File: config.mk
export PLATFORM = sky130hd
export DESIGN_NAME = sram1_host_arb
export DESIGN_NICKNAME = d
export VERILOG_FILES = /design/src/rtl/sram1_host_arb.sv
export SDC_FILE = /design/constraint.sdc
export NUM_CORES = 1
export LEC_CHECK = 0
export CORE_UTILIZATION = 45
export CTS_CLUSTER_DIAMETER = 50
export DETAILED_ROUTE_END_ITERATION = 6
export MAX_ROUTING_LAYER = met4
export PLACE_DENSITY = 0.84
export SLEW_MARGIN = 5
export SYNTH_ARGS = -nofsm -noshare
export SYNTH_HDL_FRONTEND = slang
export SYNTH_SLANG_ARGS = --single-unit
File: constraint.sdc
create_clock -name clk -period 4.3 [get_ports clk]
set_input_delay 0.43 -clock clk [delete_from_list [all_inputs] [get_ports clk]]
set_output_delay 0.43 -clock clk [all_outputs]
set_load 0.05 [all_outputs]
File: src/rtl/sram1_host_arb.sv
// Arbiter sharing the single-port data SRAM between the core LSU (always wins)
// and a host burst port that uses idle core cycles for load/dump traffic.
//
// state | meaning
// IDLE  | waiting for a host command, cmd_rdy=1
// WR    | host write burst, one word per idle core cycle
// RD    | host read burst, issuing reads while FIFO credit remains
// DRAIN | all reads issued, waiting for in-flight data and FIFO to empty
module sram1_host_arb #(
  parameter int AW         = 14,
  parameter int LENW       = 8,
  parameter int STARVE_MAX = 64
) (
  input  logic            clk,
  input  logic            rstn,
  input  logic [15:0]     dat_a,
  input  logic [3:0]      dat_we,
  input  logic [31:0]     dat_wd,
  input  logic [3:0]      dat_re,
  output logic [31:0]     dat_rd,
  output logic [AW-1:0]   sram_a,
  output logic [3:0]      sram_we,
  output logic [31:0]     sram_wd,
  output logic [3:0]      sram_re,
  input  logic [31:0]     sram_rd,
  input  logic            cmd_vld,
  output logic            cmd_rdy,
  input  logic            cmd_wr,
  input  logic [AW-1:0]   cmd_a,
  input  logic [LENW-1:0] cmd_len,
  input  logic            wd_vld,
  output logic            wd_rdy,
  input  logic [31:0]     wd,
  output logic            rd_vld,
  input  logic            rd_rdy,
  output logic [31:0]     rd,
  output logic            busy,
  output logic            starve
);

  localparam logic [1:0] S_IDLE  = 2'd0;
  localparam logic [1:0] S_WR    = 2'd1;
  localparam logic [1:0] S_RD    = 2'd2;
  localparam logic [1:0] S_DRAIN = 2'd3;

  localparam int SW = $clog2(STARVE_MAX + 1);
  localparam logic [SW-1:0]   SMAX    = SW'(STARVE_MAX);
  localparam logic [SW-1:0]   S_ONE   = SW'(1);
  localparam logic [AW-1:0]   A_ONE   = AW'(1);
  localparam logic [LENW-1:0] L_ONE   = LENW'(1);

  logic [1:0]      state;
  logic [AW-1:0]   cur_a;
  logic [LENW-1:0] rem;
  logic            inflight;
  logic [1:0]      fifo_cnt;
  logic            fifo_wptr;
  logic            fifo_rptr;
  logic [31:0]     fifo_mem [2];
  logic [SW-1:0]   starve_cnt;

  logic core_act;
  logic credit;
  logic wr_go;
  logic rd_go;
  logic host_grant;
  logic host_blocked;
  logic fifo_push;
  logic fifo_pop;
  logic unused_bits;

  assign unused_bits = ^dat_a[1:0];

  assign core_act = (|dat_we) | (|dat_re);
  // Pop does not return credit in the same cycle; keeps the FIFO at two entries.
  assign credit   = (({1'b0, fifo_cnt}) + {2'b00, inflight}) < 3'd2;
  assign wr_go    = (state == S_WR) && wd_vld && !core_act;
  assign rd_go    = (state == S_RD) && credit && !core_act;

  assign host_grant   = wr_go | rd_go;
  assign host_blocked = core_act &&
                        (((state == S_WR) && wd_vld) || ((state == S_RD) && credit));

  assign fifo_push = inflight;
  assign fifo_pop  = rd_vld && rd_rdy;

  assign dat_rd  = sram_rd;
  assign cmd_rdy = (state == S_IDLE);
  assign wd_rdy  = (state == S_WR) && !core_act;
  assign rd_vld  = (fifo_cnt != 2'd0);
  assign rd      = fifo_mem[fifo_rptr];
  assign busy    = (state != S_IDLE);
  assign starve  = (starve_cnt == SMAX);

  always_comb begin
    sram_a  = dat_a[AW+1:2];
    sram_we = dat_we;
    sram_wd = dat_wd;
    sram_re = dat_re;
    if (!core_act) begin
      sram_we = 4'h0;
      sram_re = 4'h0;
      if (wr_go) begin
        sram_a  = cur_a;
        sram_we = 4'hF;
        sram_wd = wd;
      end else if (rd_go) begin
        sram_a  = cur_a;
        sram_re = 4'hF;
      end
    end
  end

  always_ff @(posedge clk or negedge rstn) begin
    if (!rstn) begin
      state <= S_IDLE;
      cur_a <= '0;
      rem   <= '0;
    end else begin
      case (state)
        S_IDLE: begin
          if (cmd_vld) begin
            cur_a <= cmd_a;
            rem   <= cmd_len;
            state <= cmd_wr ? S_WR : S_RD;
          end
        end
        S_WR: begin
          if (wr_go) begin
            cur_a <= cur_a + A_ONE;
            rem   <= rem - L_ONE;
            if (rem == '0) state <= S_IDLE;
          end
        end
        S_RD: begin
          if (rd_go) begin
            cur_a <= cur_a + A_ONE;
            rem   <= rem - L_ONE;
            if (rem == '0) state <= S_DRAIN;
          end
        end
        default: begin
          if (!inflight && (fifo_cnt == 2'd0)) state <= S_IDLE;
        end
      endcase
    end
  end

  // Read result arrives one cycle after issue; inflight marks that capture slot.
  always_ff @(posedge clk or negedge rstn) begin
    if (!rstn) begin
      inflight    <= 1'b0;
      fifo_cnt    <= 2'd0;
      fifo_wptr   <= 1'b0;
      fifo_rptr   <= 1'b0;
      fifo_mem[0] <= '0;
      fifo_mem[1] <= '0;
    end else begin
      inflight <= rd_go;
      if (fifo_push) begin
        fifo_mem[fifo_wptr] <= sram_rd;
        fifo_wptr           <= ~fifo_wptr;
      end
      if (fifo_pop) fifo_rptr <= ~fifo_rptr;
      case ({fifo_push, fifo_pop})
        2'b10:   fifo_cnt <= fifo_cnt + 2'd1;
        2'b01:   fifo_cnt <= fifo_cnt - 2'd1;
        default: fifo_cnt <= fifo_cnt;
      endcase
    end
  end

  always_ff @(posedge clk or negedge rstn) begin
    if (!rstn) begin
      starve_cnt <= '0;
    end else if ((state == S_IDLE) || host_grant) begin
      starve_cnt <= '0;
    end else if (host_blocked && (starve_cnt != SMAX)) begin
      starve_cnt <= starve_cnt + S_ONE;
    end
  end

endmodule

==> CHANGELOG.md, run 1 <==
### Metrics

- Outcome: finished, final reports clean
- Met3 WL: approximately 740 um
- First-pass GRT wire length: roughly 26000 um
- Top Metal Used: met4
- # setup viols final: 0
- Avg Cell Area, Syn: 11.4 um^2
- Area of the die: around 0.014 mm^2
- Post-CTS Setup Inserts: 0
- GR Overflow Total: 0
- # fillers: approximately 1k
- Crit path cell chain: clkdlybuf4s50_1, nor4_1, and4_1, a21boi_0, or2_2, clkdlybuf4s50_1
- Grt met1 use: between 20 and 30%
- DRC errors left: 0
- XOR Share, Synth: 0.868%
- Crit-path max FO: 5
- Routed wl met2: 8650 um
- H-tree depth: 3
- Worst setup margin: between 0.4 and 0.5 ns
- Synth top cells by count: mux2_2 (116), dfrtp_1 (100), buf_4 (32), a21oi_1 (28), mux2_4 (26)
- Setup_tns: 0 ns
- Most used DFF post-synth: dfrtp_1
- Clock buffer count from CTS: 9
- Clk slew on worst S/H paths: approximately 0.070 ns
- Storage cell area: 0.00250 mm^2
- Setup crit end: sram_re[3]
- Drt initial violations: between 200 and 250
- Syn Inst Count: 533
- Post-synthesis simple-gate area fraction: between 10 and 15%
- Syn Nets: around 690
- Post-route ant nets: 0
- Initial antenna violation count: 0
- Nets: a little over 900
- CTS Buffer Depth: 2
- Combinational power: ~2.3 mW
- Adder share: approximately 2.1%
- # resized after CTS: 0
- Synth top cell by count: mux2_2
- Die height: 118 um
- Unique cell types: 52
- Total power: around 4.4 mW
- Non-Filler Instances: around 940
- Sw Ratio: 44.1%
- Crit end category: output port
- VDD IR-drop max: 0.289 mV
- Max Clk Rate: between 200 and 300 MHz
- RSZ-0062 raised after global routing: false
- Horiz. Die Dim: 118 um
- Worst r2r src: state[1]
- Ports: approximately 270
- Comb area leader: multiplexers
- Power Density: ~500 mW/mm^2
- Routability cong.: between 0.9 and 1
- Slowest stage delay, CP: 0.80 ns
- Largest Pwr Group: combinational logic
- R2r worst-path depth: 7
- Clock tree sinks: ~100
- Startpoint types: primary input
- Power share of the combinational group: between 50% and 60%
- Worst Tran Pin Value: 0.976 ns
- Area fraction in compound gates: between 7 and 8%
- Worst Path Arrival: around 3.4 ns
- Seq pwr share: ~30%
- Largest net degree at the start of global routing: 66
- # hold bufs at CTS: 0
- Internal: 2.47 mW
- Max Cap Viol: 0
- Critical path depth in cells: 6
- Comb area: between 0.003 and 0.004 mm^2
- Max_slew headroom: a little over a third
- Hold_ws: approximately 0.17 ns
- Chip area line of the yosys report: slightly above 0.006 mm^2
- Inst Count DP: about 920
- WL met1: about 6800 um
- Slowest-stage cell, CP: clkdlybuf4s50_1
- Synth Register Bits: 100
- Seq. pwr: between 1 and 1.5 mW
- Tool warnings: 33
- Area leader share: between 40% and 50%
- Clock Power Share: 17.6%
-- run 1: flip-flops by register name, indices dropped and copies added (netlist names) --
register    count
cur_a          14
fifo_cnt        2
fifo_mem       64
fifo_push       1
fifo_rptr       1
fifo_wptr       1
rem             8
starve_cnt      7
state           2
-- run 1: area by class of cell --
| type | count | area share, % |
|---|---|---|
| multi-input cells | 353 | 34.6 |
| repair buffers | 274 | 30.7 |
| flip-flops and latches | 100 | 28.2 |
| clock buffers | 9 | 2.54 |
| well taps | 176 | 2.48 |
| inverters | 18 | 0.762 |
| clock inverters | 7 | 0.663 |
| diodes | 1 | 0.0282 |
Fig. 1: run 1, routing congestion map
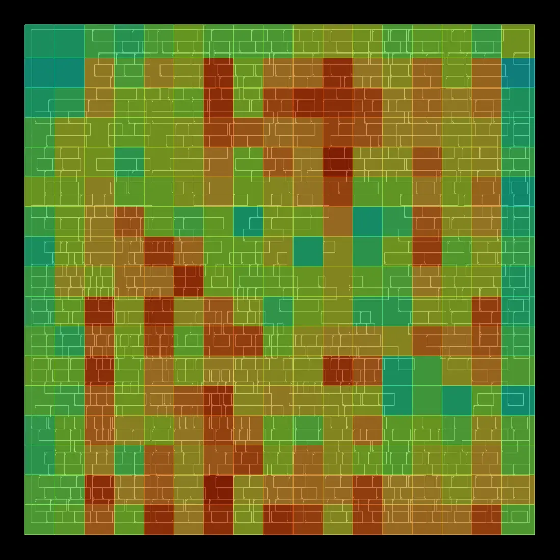
met2 Use GR: 42.6%
GR peak layer: met2

Fig. 2: run 1, routed metal, one colour a layer
Scale bar: 20 um. Two of the layers only.
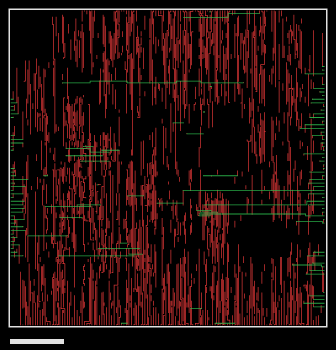
- red: met2 (wire length 8650 um)
- green: met3 (wire length 736 um)
GRT Total Usage: 24.3%
final wirelength: 16300 um
routed vias: 4960
WL per Instance: 17.4 um

Fig. 3: run 1, cell area per tile
12 x 12 tiles, from black (low) to pale yellow (high), 0 to 100% covered.
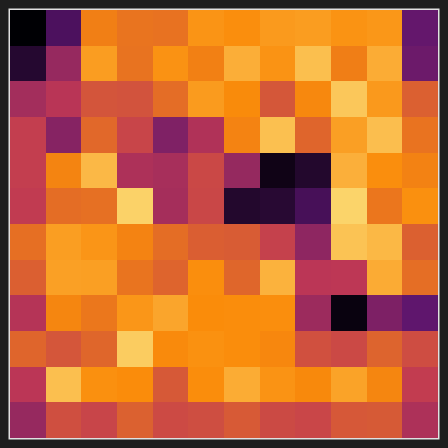
- fullest tile: 91%
- tiles over 75% full: 33%
- nearly empty tiles: 0.70%
- mean over tiles: 62%
final core occ: 67.2%
core area: 0.0132 mm^2
Init Core Util: 45.9%

Fig. 4: run 1, cells coloured by class
Scale bar: 20 um. Fill, decap, tap and diode cells in grey.
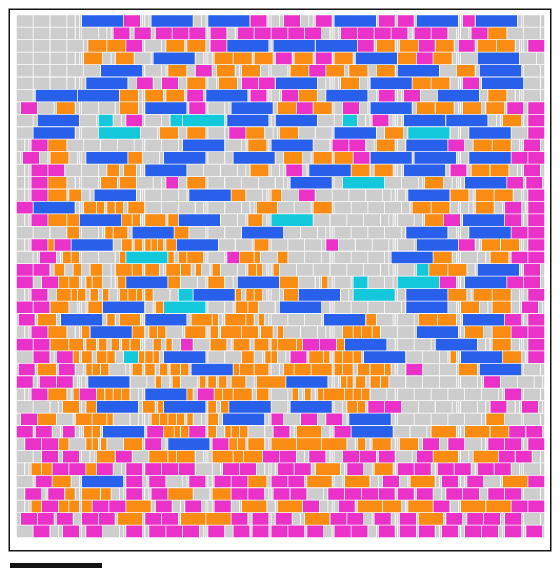
- blue: flip-flops (cells 100)
- cyan: clock drivers and dummy loads (cells 16)
- orange: all other logic (cells 371)
- magenta: other buffers and delay cells (cells 274)
Final Cell Area: 0.00887 mm^2
Seq area share: 28.2%
FP Rows: 42

==> run 1 -> run 2 <==
--- a/config.mk
+++ b/config.mk
@@ -5,6 +5,7 @@
 export SDC_FILE = /design/constraint.sdc
 export NUM_CORES = 1
 export LEC_CHECK = 0
+export CAP_MARGIN = 20
 export CORE_UTILIZATION = 45
 export CTS_CLUSTER_DIAMETER = 50
 export DETAILED_ROUTE_END_ITERATION = 6
Fig. 5: run 2, cells coloured by class
Scale bar: 20 um. Fill, decap, tap and diode cells in grey.
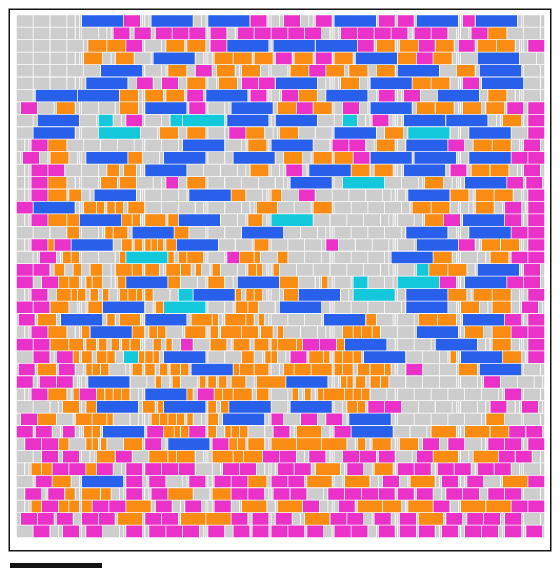
- magenta: other buffers and delay cells (cells 274)
- cyan: clock drivers and dummy loads (cells 16)
- orange: all other logic (cells 371)
- blue: flip-flops (cells 100)

==> run 2 against run 1 <==
  * First-iteration DRC count unchanged
  * Die size unchanged
  * Routed wire length unchanged
  * Sequential share of layout area unchanged
  * Core utilization unchanged
  * Combinational power about the same
  * Final cell count unchanged
  * Sequential power about the same
  * Non-clock buffer count unchanged
==> CHANGELOG.md, run 2 <==
### Metrics

- Clock-cell share: under 10%
- Chip area line of the yosys report: about 0.006 mm^2
- Outcome: finished, final reports clean
- Final core occ: between 60% and 70%
- Post-CTS Setup Inserts: 0
- R2r worst-path depth: 7
- First-pass GRT wire length: roughly 26000 um
- # fillers: ~1.0k
- Top flop regs: fifo_mem (64), cur_a (14), rem (8)
- Final wirelength: 16300 um
- Non-clock buffers: about 270
- Comb area: 0.00307 mm^2
- Routability cong.: about 0.91
- Init Core Util: a little under half
- Worst Tran Pin Value: between 0.9 and 1 ns
- Max Cap Viol: 0
- Avg Cell Area, Syn: 11.4 um^2
- Max Clk Rate: between 200 and 300 MHz
- Crit end category: output port
- Area of the die: about 0.014 mm^2
- Horiz. Die Dim: approximately 120 um
- GRT Total Usage: roughly 24%
- Clk_lat worst skew: about 0.34 ns
- Syn Inst Count: between 500 and 600
- Final Cell Area: ~0.0089 mm^2
- Adder share: 2.07%
- Signal inverters: 18
- #MultiIn Comb: approximately 350
- Clock tree sinks: roughly 100
- FP Rows: approximately 42
- Synth area leader: dfrtp_1
- Worst r2r src: state[1]
- Top Family by Delay on Critical Path: buffers and inverters
- Seq area share: approximately 28%
- Synth top cells by count: mux2_2 (116), dfrtp_1 (100), buf_4 (32), a21oi_1 (28), mux2_4 (26)
- Critical path depth in cells: 6
- Setup crit end: sram_re[3]
- Drt initial violations: 242
- Synth top cell by count: mux2_2
- Slowest-stage cell, CP: clkdlybuf4s50_1
- Most used DFF post-synth: dfrtp_1
- Unique cell types: 52
- Area-dominant class: combinational gates
- # resized after CTS: 0
- Core area: about 0.013 mm^2
- Power Density: roughly 500 mW/mm^2
- DRC errors left: 0
- Syn Nets: around 690
- Worst setup margin: between 0.4 and 0.5 ns
- Non-Filler Instances: 938
- Clock buf count: 9
- Post-route ant nets: 0
- Tool warnings: 33
- RSZ-0062 raised after global routing: false
- CTS Buffer Depth: 2
- Total power: around 4.4 mW
- Max_slew headroom: a little over a third
- H-tree depth: 3
- Startpoint types: primary input
- Critical path buffer and inverter count: 2
- Most flops, register: fifo_mem
- Area fraction in compound gates: 7.17%
- Storage cell area: about 0.0025 mm^2
- Post-synthesis simple-gate area fraction: between 10% and 20%
- Die height: 118 um
- Largest net degree at the start of global routing: 66
- Routed vias: 4960
- Non-clock buffering overhead: roughly 30%
- Initial antenna violation count: 0
- Crit-path max FO: 5
- Area leader share: between 40% and 50%
- Hold_ws: roughly 0.17 ns
- # setup viols final: 0
- Synth Register Bits: 100
- Clock buffer count from CTS: 9
- VDD IR-drop max: slightly below 0.3 mV
- Ports: between 200 and 300
- Crit path cell chain: clkdlybuf4s50_1, nor4_1, and4_1, a21boi_0, or2_2, clkdlybuf4s50_1
- Inst Count DP: 921
- Max reg flops: 64
- Pleak: 3.80 nW
- Nets: 914
- Fraction of area in multi-input gates: 34.6%
- Slowest stage delay, CP: 0.80 ns
- Comb area leader: multiplexers
- # hold bufs at CTS: 0
## run 2: cell counts in the layout (fill, tap and decap cells not counted)
No cell type changed its count.
## run 2: layer usage
layer	share of wire, %	global-route usage, %
met1	41	29.7
met2	53	42.6
met3	4.5	3.59
met4	0.98	5.05
met5	0	-
## run 2: worst reg2reg max path, delay by kind of cell (launching register included)
kind	cells	cell delay [ns]
adder cells (fa/ha/maj)	1	0.39
AND-OR/OR-AND	3	1.27
flip-flops	1	0.41
buffers and inverters	2	0.28
AND/OR/NAND/NOR	1	0.08
## run 2: power breakdown
group	switching [mW]	internal [mW]	leakage, nW
combinational	1.38	0.951	2.41
sequential	0.188	1.12	1.25
clock	0.374	0.401	0.133
total	1.95	2.47	3.80
Power and IR drop assume default switching activity.
